**config.mk**
```make
export PLATFORM = sky130hd
export DESIGN_NAME = minterm_sweeper
export DESIGN_NICKNAME = d
export VERILOG_FILES = /design/src/rtl/minterm_pkg.sv /design/src/rtl/sweep_counter.sv /design/src/rtl/minterm_sweeper.sv
export SDC_FILE = /design/constraint.sdc
export NUM_CORES = 1
export LEC_CHECK = 0
export CAP_MARGIN = 40
export CORE_MARGIN = 3
export CORE_UTILIZATION = 46
export CTS_CLUSTER_SIZE = 14
export DETAILED_ROUTE_END_ITERATION = 6
export PLACE_DENSITY = 0.76
export SLEW_MARGIN = 30
export SYNTH_ARGS = -nofsm -noshare
export SYNTH_HDL_FRONTEND = slang
export SYNTH_HIERARCHICAL = 1
export SYNTH_SLANG_ARGS = --single-unit
```
**constraint.sdc**
```tcl
create_clock -name clk -period 2.6 [get_ports clk]
set_input_delay 0.65 -clock clk [delete_from_list [all_inputs] [get_ports clk]]
set_output_delay 0.65 -clock clk [all_outputs]
set_load 0.01 [all_outputs]
```
**src/rtl/minterm_pkg.sv**
```systemverilog
// Shared types and helpers for the minterm sweeper.
//   state_t  : sweeper FSM states
//   ORDER_*  : sweep order selectors
//   to_gray  : binary-reflected Gray code of a step number
package minterm_pkg;

  typedef enum logic [1:0] {ST_IDLE, ST_SWEEP, ST_DONE} state_t;

  localparam int unsigned ORDER_BIN  = 0;
  localparam int unsigned ORDER_GRAY = 1;

  // Widest step handled by to_gray; callers cast down to their own width.
  localparam int unsigned MAX_VARS = 16;

  function automatic logic [MAX_VARS-1:0] to_gray(input logic [MAX_VARS-1:0] step);
    return step ^ (step >> 1);
  endfunction

endpackage

```
**src/rtl/sweep_counter.sv**
```systemverilog
// Step counter for the minterm sweep.
// Ports:
//   clk, rst    : clock, synchronous active-high reset
//   clear       : restart at step 0 (wins over advance)
//   advance     : move to the next step
//   next_index  : minterm index the counter will present after this edge
//                 (index 0 on clear, order(step+1) otherwise)
//   last        : current step is the final one (TT_W-1)
module sweep_counter
  import minterm_pkg::*;
#(
  parameter int unsigned N_VARS = 4,
  parameter int unsigned ORDER  = ORDER_BIN
) (
  input  logic              clk,
  input  logic              rst,
  input  logic              clear,
  input  logic              advance,
  output logic [N_VARS-1:0] next_index,
  output logic              last
);

  localparam int unsigned TT_W = 1 << N_VARS;

  logic [N_VARS-1:0] step;
  logic [N_VARS-1:0] step_inc;

  // Map a step number onto the minterm index for the configured order.
  function automatic logic [N_VARS-1:0] order_of(input logic [N_VARS-1:0] v);
    if (ORDER == ORDER_GRAY) return N_VARS'(to_gray(MAX_VARS'(v)));
    else                     return v;
  endfunction

  always_ff @(posedge clk) begin
    if (rst || clear) step <= '0;
    else if (advance) step <= step_inc;
  end

  assign step_inc   = step + N_VARS'(1);
  assign next_index = clear ? '0 : order_of(step_inc);
  assign last       = (step == N_VARS'(TT_W - 1));

endmodule

```
**src/rtl/minterm_sweeper.sv**
```systemverilog
// Sweeps all 2^N_VARS minterms of a latched truth table and streams (m, s)
// pairs over a valid/ready handshake while counting accepted ones.
// Ports:
//   clk, rst          : clock, synchronous active-high reset
//   start             : begin a sweep (honoured only when idle)
//   tt                : truth table, tt[k] = f(k); latched on accepted start
//   m_ready           : consumer accepts the current entry
//   busy              : sweeper not idle
//   m_valid, m, s     : current entry (minterm index, function value)
//   ones_cnt          : ones accepted so far; final with done
//   done              : one-cycle pulse after the last entry is accepted
// Optional (macro CHECK_EN):
//   exp_tt            : expected truth table, latched with tt
//   mism              : s differs from the expected value for m
//   mism_cnt          : accepted entries with mism set
module minterm_sweeper
  import minterm_pkg::*;
#(
  parameter int unsigned N_VARS = 4,
  parameter int unsigned ORDER  = ORDER_BIN
) (
  input  logic                     clk,
  input  logic                     rst,
  input  logic                     start,
  input  logic [(1<<N_VARS)-1:0]   tt,
  input  logic                     m_ready,
  output logic                     busy,
  output logic                     m_valid,
  output logic [N_VARS-1:0]        m,
  output logic                     s,
  output logic [N_VARS:0]          ones_cnt,
  output logic                     done
`ifdef CHECK_EN
  ,
  input  logic [(1<<N_VARS)-1:0]   exp_tt,
  output logic                     mism,
  output logic [N_VARS:0]          mism_cnt
`endif
);

  localparam int unsigned TT_W = 1 << N_VARS;
  localparam int unsigned CW   = N_VARS + 1;

  state_t            state;
  logic [TT_W-1:0]   tt_q;
  logic [N_VARS-1:0] next_index;
  logic              last;
  logic              accept;
  logic              clear;
  logic              advance;
`ifdef CHECK_EN
  logic [TT_W-1:0]   exp_q;
`endif

  assign accept  = (state == ST_SWEEP) && m_valid && m_ready;
  assign clear   = (state == ST_IDLE) && start;
  assign advance = accept && !last;

  sweep_counter #(
    .N_VARS (N_VARS),
    .ORDER  (ORDER)
  ) u_counter (
    .clk        (clk),
    .rst        (rst),
    .clear      (clear),
    .advance    (advance),
    .next_index (next_index),
    .last       (last)
  );

  // FSM, handshake and counters; the first entry reads tt directly since it
  // is being latched on the same edge.
  always_ff @(posedge clk) begin
    if (rst) begin
      state    <= ST_IDLE;
      tt_q     <= '0;
      busy     <= 1'b0;
      m_valid  <= 1'b0;
      m        <= '0;
      s        <= 1'b0;
      ones_cnt <= '0;
      done     <= 1'b0;
`ifdef CHECK_EN
      exp_q    <= '0;
      mism     <= 1'b0;
      mism_cnt <= '0;
`endif
    end else begin
      case (state)
        ST_IDLE: begin
          done <= 1'b0;
          if (start) begin
            state    <= ST_SWEEP;
            tt_q     <= tt;
            busy     <= 1'b1;
            m_valid  <= 1'b1;
            m        <= next_index;
            s        <= tt[next_index];
            ones_cnt <= '0;
`ifdef CHECK_EN
            exp_q    <= exp_tt;
            mism     <= tt[next_index] ^ exp_tt[next_index];
            mism_cnt <= '0;
`endif
          end
        end
        ST_SWEEP: begin
          if (accept) begin
            ones_cnt <= ones_cnt + CW'(s);
`ifdef CHECK_EN
            mism_cnt <= mism_cnt + CW'(mism);
`endif
            if (last) begin
              state   <= ST_DONE;
              m_valid <= 1'b0;
              done    <= 1'b1;
            end else begin
              m <= next_index;
              s <= tt_q[next_index];
`ifdef CHECK_EN
              mism <= tt_q[next_index] ^ exp_q[next_index];
`endif
            end
          end
        end
        ST_DONE: begin
          state <= ST_IDLE;
          busy  <= 1'b0;
          done  <= 1'b0;
        end
        default: begin
          state   <= ST_IDLE;
          busy    <= 1'b0;
          m_valid <= 1'b0;
          done    <= 1'b0;
        end
      endcase
    end
  end

endmodule
```
**Run 1: sizing map**

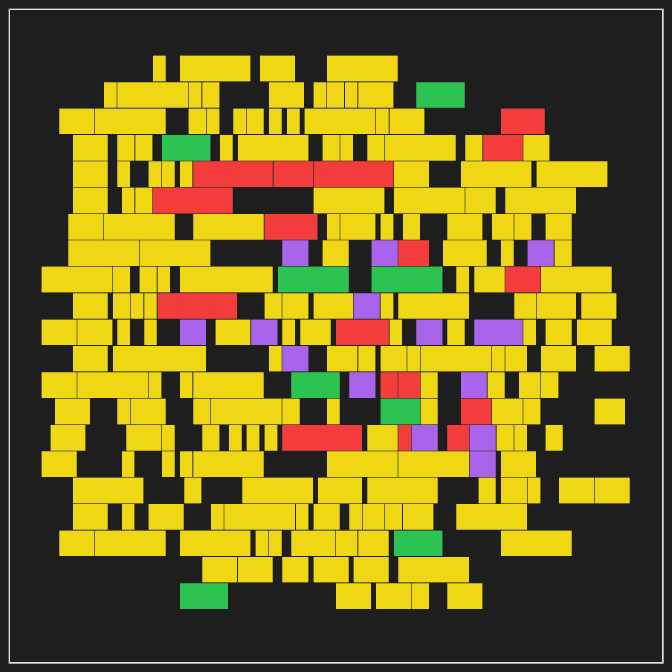
legend:
  _6 and larger:
    color: green
    cells: 8
    share: 3.5%
    most_used: clkbuf_8
  _2 cells:
    color: red
    cells: 17
    share: 7.4%
    most_used: mux4_2
  _0 and _1 cells:
    color: yellow
    cells: 191
    share: 83%
  _3 and _4 cells:
    color: purple
    cells: 14
    share: 6.1%
    most_used: buf_4

**Run 1: register map, names as in the netlist**

Scale bar: 20 um. Other sequential cells in the stronger gray, the rest of the logic in the fainter gray.
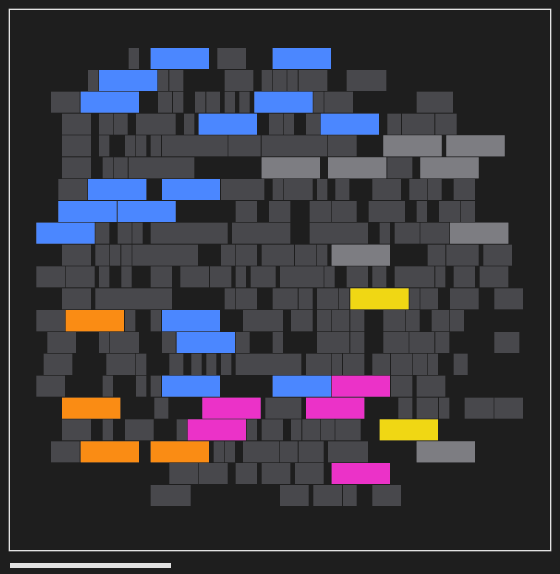
legend:
  ones_cnt:
    color: magenta
    placed_flops: 5
    where: south
  tt_q:
    color: blue
    placed_flops: 16
  m:
    color: orange
    placed_flops: 4
    where: south-west
  state:
    color: yellow
    placed_flops: 2

**Run 1: clock network drawn from the DEF**

Scale bar: 20 um.
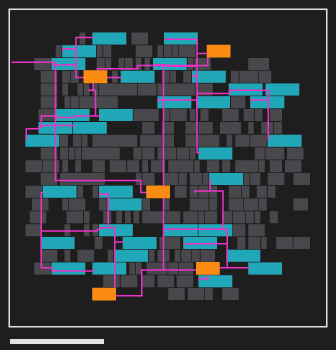
legend:
  flip-flops:
    color: cyan
    count: 35
  clock drivers:
    color: orange
    count: 5
  clock wires:
    color: magenta
    length: 447 um
flops lie: widely spread
routed clock nets: 6

**Run 1: placed standard cells**

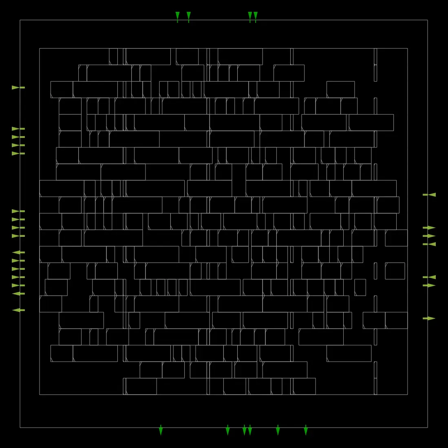
Seq/total area: 0.308
Placeable Area: 0.00347 mm^2
registers: 35
fillers: 311

==> Changelog: implementation, run 1 <==
### Physical design

- Pwr dens: 491 mW/mm^2
- Leakage: 0.000856 uW
- CTS tree: built
- Die area: 0.00452 mm^2
- Worst Setup End Kind: register
- CTS Sinks: 35
- DRC: 0
- Relative slew slack: 0.656
- WL final: 4.05 mm
- Mapped Cells: 187
- Setup crit start kind: input pin
- Tot GR Track Use: 0.208
- ANT cells: 0
- Final GP Congestion: 0.861
- PnR worst setup slack: 0.105 ns
- Tool Warnings: 26
- GRT overflow: 0
- Post-synth top cells: dfxtp_1 (35), nand2_1 (35), a21oi_1 (19), nor2_1 (13), nor3_1 (9)
- Final setup skew: 0.00747 ns
- Synth top area share: 0.406
- Period minus WS final: 2.49 ns
- Port bufs: 32
- Cells in synth_stat.txt: 187
- Floorplan Utilization: 0.497
- IR drop worst, VDD: 0.277 mV
- Max Transition Viols Final: 0
- YS chip area: 0.00173 mm^2
- Largest cells by area after synthesis: dfxtp_1 (41%), nand2_1 (7.6%), mux4_2 (6.5%)
- Vias post-DR: 1542
- Top FF cell, synth: dfxtp_1
- CP Data Arrival Time: 2.67 ns
- Postcts setup bufs: 0
- Worst Setup EP: s
- Cts bufs inserted: 5
- Cell Rows: 21
- First-pass GRT wire length: 7.00 mm
- Syn. warnings: 6
- Final setup violation count: 0
- Max-cap violations: 0
- Critical-path maximum fanout: 16
- Syn nets: 210
- EDFF count, synth: 0
- Worst slack, placed: -0.621 ns
- Max H-tree Level: 2
- Setup TNS: 0 ns
- DP HPWL: 3.02 mm
- Wire per inst: 14.7 um
- Worst slew pin tran: 0.516 ns
- Status: complete, no violations
- R2r setup slk: 0.26 ns
- CTS max path bufs: 2
- Critical path class: input pin to register
- Initial antenna violation count: 0
- Die x size: 67.2 um
- Hold Slack: 0.456 ns
- Syn avg cell area: 9.23 um^2
- Seq share, synth: 0.406
- Layout area overhead: 31.8%
- Vias in the first global route: 1574
- TritonRoute pass-1 iters: 4
- RR Startpoint: state[0]
- Ratio of cells with drive above 1 in the final layout: 0.170
- Maximum clock rate: 401 MHz
- Final Hold Violating Endpoints: 0
- FF-to-FF path depth: 12
- Netlist Area Pre-Place: 0.00173 mm^2
- Setup crit start: start
- Via/cell ratio: 5.59
- Worst Hold Class: register to register
- Die height: 67.2 um
- Ys flops: 35
- Distinct lib cells: 43
- Largest net degree at the start of global routing: 19
- 1st-iter DRT viols: 69
- End of the worst register-to-register path: s
- Critical Path RT: 2.77 ns
- Final #Nets: 252
- # hold bufs at CTS: 0
- Root Buffer: clkbuf_8
- Number of antenna-violating nets in the routed design: 0
- Ports: 33
- Async SR Flop Fraction: 0
- Worst-Skew Late Latency: 0.29 ns
- Area after DPL: 0.00217 mm^2
- Non-Filler Cell Area, Final: 0.00227 mm^2
- Final period util: 0.960
- Cell type with the largest total area: dfxtp_1
- Reg clk slew, reported paths: 0.07 ns
## run 1: cell type report
class	instances	area [um^2]
clock buffers	7	76.3
clock inverters	1	5.00
fillers	311	1190
inverters	4	15.0
multi-input cells	135	951
flip-flops and latches	35	701
well taps	46	57.6
repair buffers	48	468
## run 1: cell families after synthesis
| logic type | share of synthesized area |
|---|---|
| compound gates | 0.129 |
| xor+xnor | 0.0254 |
| fa+ha+maj | 0.0218 |
| buf+inv | 0.0493 |
| flops | 0.406 |
| mux | 0.162 |
| simple gates | 0.207 |
## run 1: metrics by stage
stage                util  power [uW]  instances
floorplan               -         678        187
global placement    0.624         740        268
detailed placement  0.624         746        268
CTS                 0.652        1120        276
global route        0.655        1170        276
finish              0.655        1120        276
## run 1: repair_timing
item	CTS	global route
endpoints found under the setup margin	1	1
gates resized	6	2
pin swaps	0	1
endpoints found under the hold margin	0	0
## run 1: worst max-delay path: stages
cell	delay, ns
dlygate4sd2_1	0.28
nand2b_4	0.08
or2_2	0.12
inv_2	0.04
buf_6	0.15
buf_12	0.15
nor2b_1	0.14
mux2_2	0.23
buf_4	0.12
nand2_1	0.04
or4_1	0.41
o221ai_1	0.19
a211oi_1	0.07
## run 1: metal layers
metal  part of all wire  up-vias  global-route usage
met5                  0        -                   0
met4              0.022        0               0.106
met3              0.048        9              0.0599
met2               0.48       40               0.341
met1               0.45      737               0.248
li1                   -      756                   -
## run 1: flip-flops by register name, summed over array words and instances (netlist names)
register        count
s                   1
state               2
m_valid             1
busy                1
tt_q               16
done                1
u_counter/step      4
ones_cnt            5
m                   4
## run 1: report_power, final
group          internal (uW)  total (uW)  switching (uW)
logic                   92.0         171            78.6
clock network            188         375             187
registers                557         570            13.3
## run 1: layout by cell type, fill, tap and decap left out, types with 3 or more instances in the layout
cell and instances:
nand4_1 3, a21oi_1 19, clkbuf_8 5, xor2_1 3, nor3_1 9, ha_1 3, dfxtp_1 35, o21ai_0 3
mux4_2 5, nor2_1 12, inv_1 3, buf_4 13, clkdlybuf4s50_1 31, nand2_1 35, mux2i_1 8
## run 1: how the worst min path moves through the flow
stage / startpoint / end / slack [ns] / cells after the start
2_1_floorplan: tt_q[9] / tt_q[9] / 0.43 / 2
3_3_place_gp: tt_q[15] / tt_q[15] / 0.44 / 2
3_5_place_dp: tt_q[2] / tt_q[2] / 0.45 / 2
4_1_cts: tt_q[2] / tt_q[2] / 0.46 / 2
5_1_grt: busy / busy / 0.47 / 2
6_report: busy / busy / 0.46 / 2
==> run 1 -> run 2 <==
CORE_UTILIZATION = 49   (was 46)
PLACE_DENSITY = 0.77   (was 0.76)
clock period = 2.75 ns   (was 2.6 ns; I/O delays follow)
==> run 2 against run 1 <==
Compared with the run above:
- sequential share of layout area increased by 0.068 points
- sequential power shrank 5.6%
- wire length up 2.4%
- hold slack improved by 0.0024 ns
- setup slack better by 0.32 ns
- power is 8.6% lower
- die area decreased by 5.6%
- via count fell by 2.0%
- clock power is 17% lower
- global-route usage is 0.84 points lower
- largest cell class unchanged
- largest power group unchanged
- highest routed layer unchanged
==> Changelog: implementation, run 2 <==
### Physical design

- Status: complete, no violations
- Final #Nets: 252
- Final setup skew: 0.00705 ns
- Reg clk slew, reported paths: 0.10 ns
- CTS tree: built
- Layout area overhead: 31.5%
- Async SR Flop Fraction: 0
- Stages on worst setup path: 10
- Total power: 1020 uW
- Internal power: 768 uW
- Final Hold Violating Endpoints: 0
- Initial antenna violation count: 0
- Pwr dens: 449 mW/mm^2
- Worst-Skew Late Latency: 0.33 ns
- Final GP Congestion: 0.895
- WL met2: 2.22 mm
- Postcts setup bufs: 0
- Gate power share: 0.166
- Max-cap violations: 0
- EDFF count, synth: 0
- Leakage: 0.000864 uW
- Vias in the first global route: 1501
- Die height: 65.3 um
- Maximum clock rate: 430 MHz
- Commonest non-fill, non-tap cells in the layout: nand2_1 (35), dfxtp_1 (35), clkdlybuf4s50_1 (31)
- Top FF cell, synth: dfxtp_1
- Tool Warnings: 26
- End of the worst register-to-register path: s
- # hold bufs at CTS: 0
- Root Buffer: clkbuf_4
- Critical path class: input pin to register
- Post-synth top cells: dfxtp_1 (35), nand2_1 (35), a21oi_1 (19), nor2_1 (13), nor3_1 (9)
- Final period util: 0.846
- P_sw: 251 uW
- Vias post-DR: 1511
- RR Startpoint: state[0]
- Relative slew slack: 0.673
- IR drop worst, VDD: 0.421 mV
- Biggest regs: tt_q x16, ones_cnt x5
- Seq share, synth: 0.406
- FF-to-FF path depth: 9
- Max Transition Viols Final: 0
- Hold Slack: 0.458 ns
- Worst Hold Class: register to register
- Floorplan Utilization: 0.539
- Mapped Cells: 187
- R2r setup slk: 0.54 ns
- 1st-iter DRT viols: 89
- Met1 wire length: 1.74 mm
- Largest net degree at the start of global routing: 29
- Max Used Layer: met4
- Worst path cell trace: dlymetal6s2s_1, nand2b_4, or2_2, inv_2, buf_4, nor2b_2, mux4_2, a221oi_2, a21o_1, a211oi_1
- Syn avg cell area: 9.23 um^2
==> run 2: layout make-up <==
type / instances / area (um^2) / area share
Clock buffer: 8 / 68.8 / 0.0303
Sequential cell: 35 / 701 / 0.309
Multi-Input combinational cell: 135 / 956 / 0.421
Timing Repair Buffer: 48 / 473 / 0.208
Tap cell: 44 / 55.1 / 0.0243
Inverter: 4 / 15.0 / 0.00662
==> run 2: worst register-to-register path, cell delays in order, from the launching register on <==
cell and delay [ns]:
dfxtp_1 0.35, nand2b_4 0.13, or2_2 0.12, inv_2 0.05, buf_4 0.15, nor2b_2 0.41
mux4_2 0.41, a221oi_2 0.30, a21o_1 0.12, a211oi_1 0.06
==> run 2: cells by family after synthesis <==
logic type | Yosys count | synth area share
simple gates | 75 | 0.207
flops | 35 | 0.406
compound gates | 34 | 0.129
mux | 18 | 0.162
buf+inv | 17 | 0.0493
xor+xnor | 5 | 0.0254
fa+ha+maj | 3 | 0.0218
==> run 2: layer usage <==
layer,GRT usage,up-vias
met5,0,-
met4,0.0596,0
met3,0.0564,3
met2,0.355,31
met1,0.232,729
li1,-,748
==> run 2: how the worst max path moves through the flow <==
| stage | from | to | slack [ns] |
|---|---|---|---|
| 6_report | start | s | 0.42 |
| 5_1_grt | start | s | 0.35 |
| 4_1_cts | start | s | 0.02 |
| 3_5_place_dp | start | s | -0.56 |
| 3_3_place_gp | start | s | -0.45 |
| 2_1_floorplan | start | s | 0.03 |
==> run 2: power groups by stage <==
stage               Sequential, uW  Combinational, uW  Clock [uW]
floorplan                      549               89.4           0
global placement               548                152           0
detailed placement             550                157           0
CTS                            538                160         321
global route                   541                182         346
finish                         538                169         312
==> run 2: stage by stage <==
step	setup slack (ns)	cells	area, um^2	util
3_3_place_gp	-0.452	265	2140	0.669
6_report	0.423	274	2270	0.708
3_5_place_dp	-0.556	265	2140	0.669
4_1_cts	0.0217	273	2220	0.693
5_1_grt	0.349	274	2270	0.708
2_1_floorplan	0.0332	187	1730	-
==> run 2: timing repair <==
item	4_1_cts	5_1_grt
pin swaps	0	1
setup endpoints to repair	1	1
cloned	0	1
resized	3	5
**Run 2: sizing map**

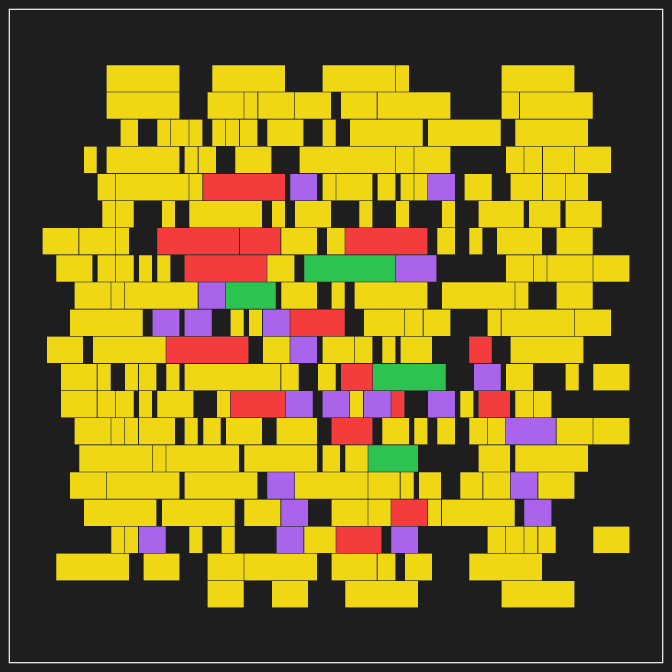
legend:
  _3 and _4 cells:
    color: purple
    cells: 21
    share: 9.1%
    most_used: buf_4
  _0 and _1 cells:
    color: yellow
    cells: 190
    share: 83%
  _2 cells:
    color: red
    cells: 15
    share: 6.5%
    most_used: mux4_2
  _6 and larger:
    color: green
    cells: 4
    share: 1.7%
    most_used: clkbuf_8

**Run 2: register map, names as in the netlist**

Scale bar: 20 um. Other sequential cells in the stronger gray, the rest of the logic in the fainter gray.
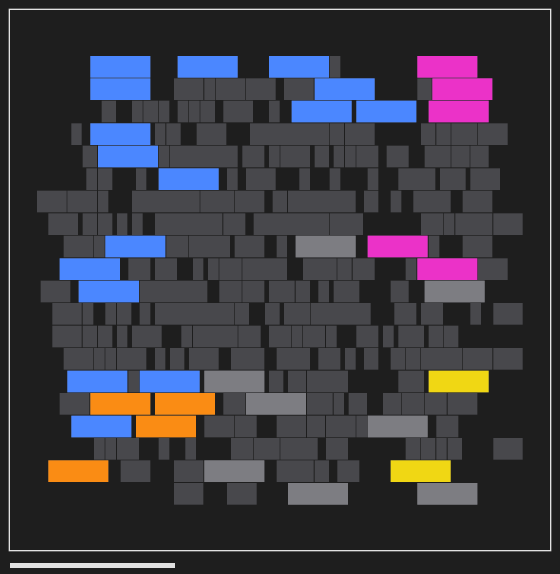
legend:
  state:
    color: yellow
    placed_flops: 2
  tt_q:
    color: blue
    placed_flops: 16
  ones_cnt:
    color: magenta
    placed_flops: 5
    where: north-east
  m:
    color: orange
    placed_flops: 4
    where: south-west
not colored: 8

**Run 2: placed standard cells**

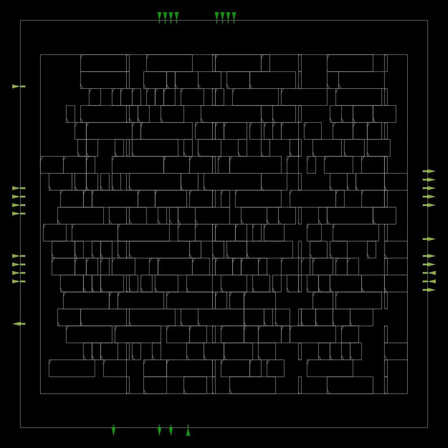
Cell Rows: 20
fillers: 268
Placeable Area: 0.00320 mm^2
Seq/total area: 0.309

==> run 2 -> run 3 <==
clock period = 2.35 ns   (was 2.75 ns; I/O delays follow)
==> run 3 against run 2 <==
Compared with the run above:
- combinational power increased by 18%
- die area did not move
- utilization is 0.12 points lower
- non-clock buffer count increased by 2
- design area decreased by 0.17%
- global-route usage is 1.9 points higher
- area after synthesis did not move
==> Changelog: implementation, run 3 <==
### Physical design

- Largest net degree at the start of global routing: 34
- Tot GR Track Use: 0.219
- Initial antenna violation count: 0
- WL final: 4.11 mm
- Final Hold Violating Endpoints: 0
- Worst-Skew Late Latency: 0.34 ns
- FF-to-FF path depth: 10
- IR drop worst, VDD: 0.406 mV
- Syn nets: 210
- Pwr dens: 503 mW/mm^2
- Worst Hold Class: register to register
- Floorplan Utilization: 0.539
- YS chip area: 0.00173 mm^2
- Layout area overhead: 31.3%
- Status: complete, no violations
- End of the worst register-to-register path: s
- Biggest regs: tt_q x16, ones_cnt x5
- Crit-path max cell delay: 0.52 ns
- Cells in synth_stat.txt: 187
- Port bufs: 32
- Busiest grt layer: met2
- Critical-path maximum fanout: 10
- CTS max path bufs: 2
- Min-Delay Startpoint: tt_q[9]
- Worst Setup End Kind: register
- Ports: 33
- Number of antenna-violating nets in the routed design: 0
- DP HPWL: 3.11 mm
- Hold path depth: 2
- Seq share, synth: 0.406
- Relative slew slack: 0.672
- Met1 usage: 0.273
- TritonRoute pass-1 iters: 4
- Placed Cells: 267
- Critical path class: input pin to register
- Die x size: 65.3 um
- Vias in the first global route: 1521
- EDFF count, synth: 0
- DRC: 0
- Final #Nets: 254
- Final setup skew: 0.00696 ns
- CTS tree: built
- Syn. warnings: 6
- Total power: 1140 uW
- Top reg by flops: tt_q
- Post-synth top cells: dfxtp_1 (35), nand2_1 (35), a21oi_1 (19), nor2_1 (13), nor3_1 (9)
- First-pass GRT wire length: 7.06 mm
- Commonest non-fill, non-tap cells in the layout: nand2_1 (35), dfxtp_1 (35), clkdlybuf4s50_1 (31)
- CP max stage cell: mux4_2
- Leakage: 0.000861 uW
- ANT cells: 0
- Cell Rows: 20
- Mapped Cells: 187
- Max-cap violations: 0
- Critical Path RT: 2.58 ns
- Seq pwr share: 0.553
- Clock power frac: 0.271
- Netlist Area Pre-Place: 0.00173 mm^2
## run 3: cell types whose count changed in the layout (fill, tap and decap cells not counted), sizes merged
cell / previous run / this run
buf: 15 / 18
dlygate4sd2: 0 / 1
dlymetal6s2s: 1 / 0
clkinv: 0 / 1
clkbuf: 9 / 7
## run 3: worst max-delay path by stage
stage	start	to	slack [ns]
finish	start	s	0.16
global route	start	s	0.09
CTS	start	s	0.16
detailed placement	start	s	-0.55
global placement	start	s	-0.49
floorplan	start	s	-0.05
## run 3: logic make-up after synthesis
| family | synth area share |
|---|---|
| compound gates | 0.129 |
| xor+xnor | 0.0254 |
| fa+ha+maj | 0.0218 |
| buf+inv | 0.0493 |
| flops | 0.406 |
| mux | 0.162 |
| simple gates | 0.207 |
## run 3: repair_timing
action / in CTS / in global routing
hold buffers: 0 / 0
setup buffers: 1 / 0
gates resized: 4 / 0
hold endpoints to repair: 0 / 0
endpoints found under the setup margin: 1 / 0
## run 3: layout make-up
type	instances	area [um^2]	share of cell area
flip-flops and latches	35	701	0.309
well taps	44	55.1	0.0243
repair buffers	50	479	0.212
clock inverters	1	5.00	0.00221
multi-input cells	135	962	0.425
inverters	4	17.5	0.00773
clock buffers	7	45.0	0.0199
## run 3: critical path, delay by kind of cell
| kind | cells | cell delay (ns) |
|---|---|---|
| buffers and inverters | 4 | 0.56 |
| multiplexers | 1 | 0.52 |
| AND-OR/OR-AND | 3 | 0.43 |
| AND/OR/NAND/NOR | 3 | 0.31 |
## run 3: power groups by stage
| stage | Clock [uW] | Sequential [uW] | Combinational [uW] |
|---|---|---|---|
| after floorplan | 0 | 642 | 112 |
| after global placement | 0 | 641 | 186 |
| after detailed placement | 0 | 642 | 192 |
| after CTS | 318 | 629 | 200 |
| after global routing | 356 | 632 | 220 |
| final | 309 | 629 | 200 |
## run 3: per-layer routing
metal	share of wire	vias to the layer above
met1	0.42	684
met5	0	-
met2	0.50	51
met4	0.017	0
met3	0.056	10
li1	-	752
## run 3: metrics by stage
step | worst slack (ns) | setup TNS, ns | utilization
after detailed placement | -0.546 | -0.751 | 0.682
after floorplan | -0.0473 | -0.0473 | -
after global routing | 0.0890 | 0 | 0.707
final | 0.157 | 0 | 0.707
after CTS | 0.156 | 0 | 0.707
after global placement | -0.493 | -0.640 | 0.682
**Run 3: clock network drawn from the DEF**

Scale bar: 20 um.
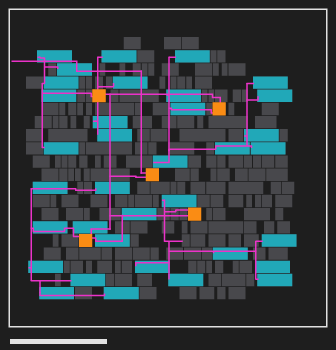
legend:
  clock drivers:
    color: orange
    count: 5
  clock wires:
    color: magenta
    length: 429 um
  flip-flops:
    color: cyan
    count: 35
routed clock nets: 6
flops lie: widely spread

**Run 3: sizing map**

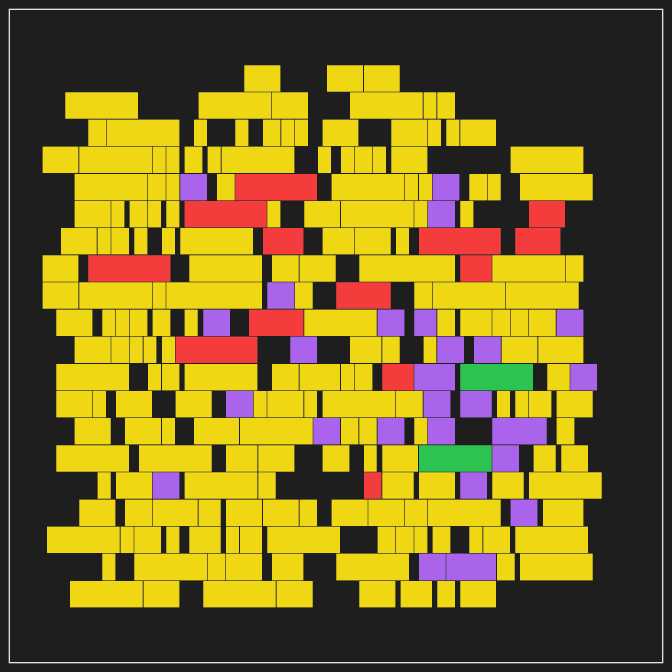
legend:
  _6 and larger:
    color: green
    cells: 2
    share: 0.86%
    most_used: buf_12
  _3 and _4 cells:
    color: purple
    cells: 26
    share: 11%
    most_used: buf_4
  _0 and _1 cells:
    color: yellow
    cells: 191
    share: 82%
  _2 cells:
    color: red
    cells: 13
    share: 5.6%
    most_used: mux4_2

**Run 3: placed standard cells**

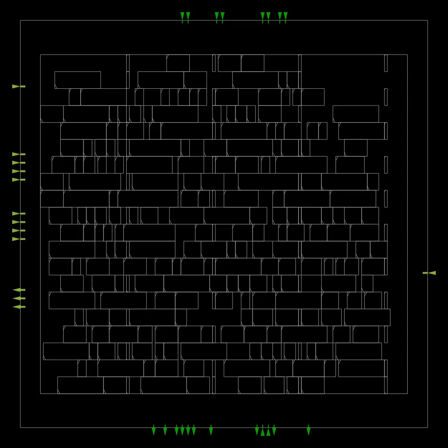
fin cells: 276
post-layout util: 0.707
fillers: 269

Power and IR drop assume default switching activity.
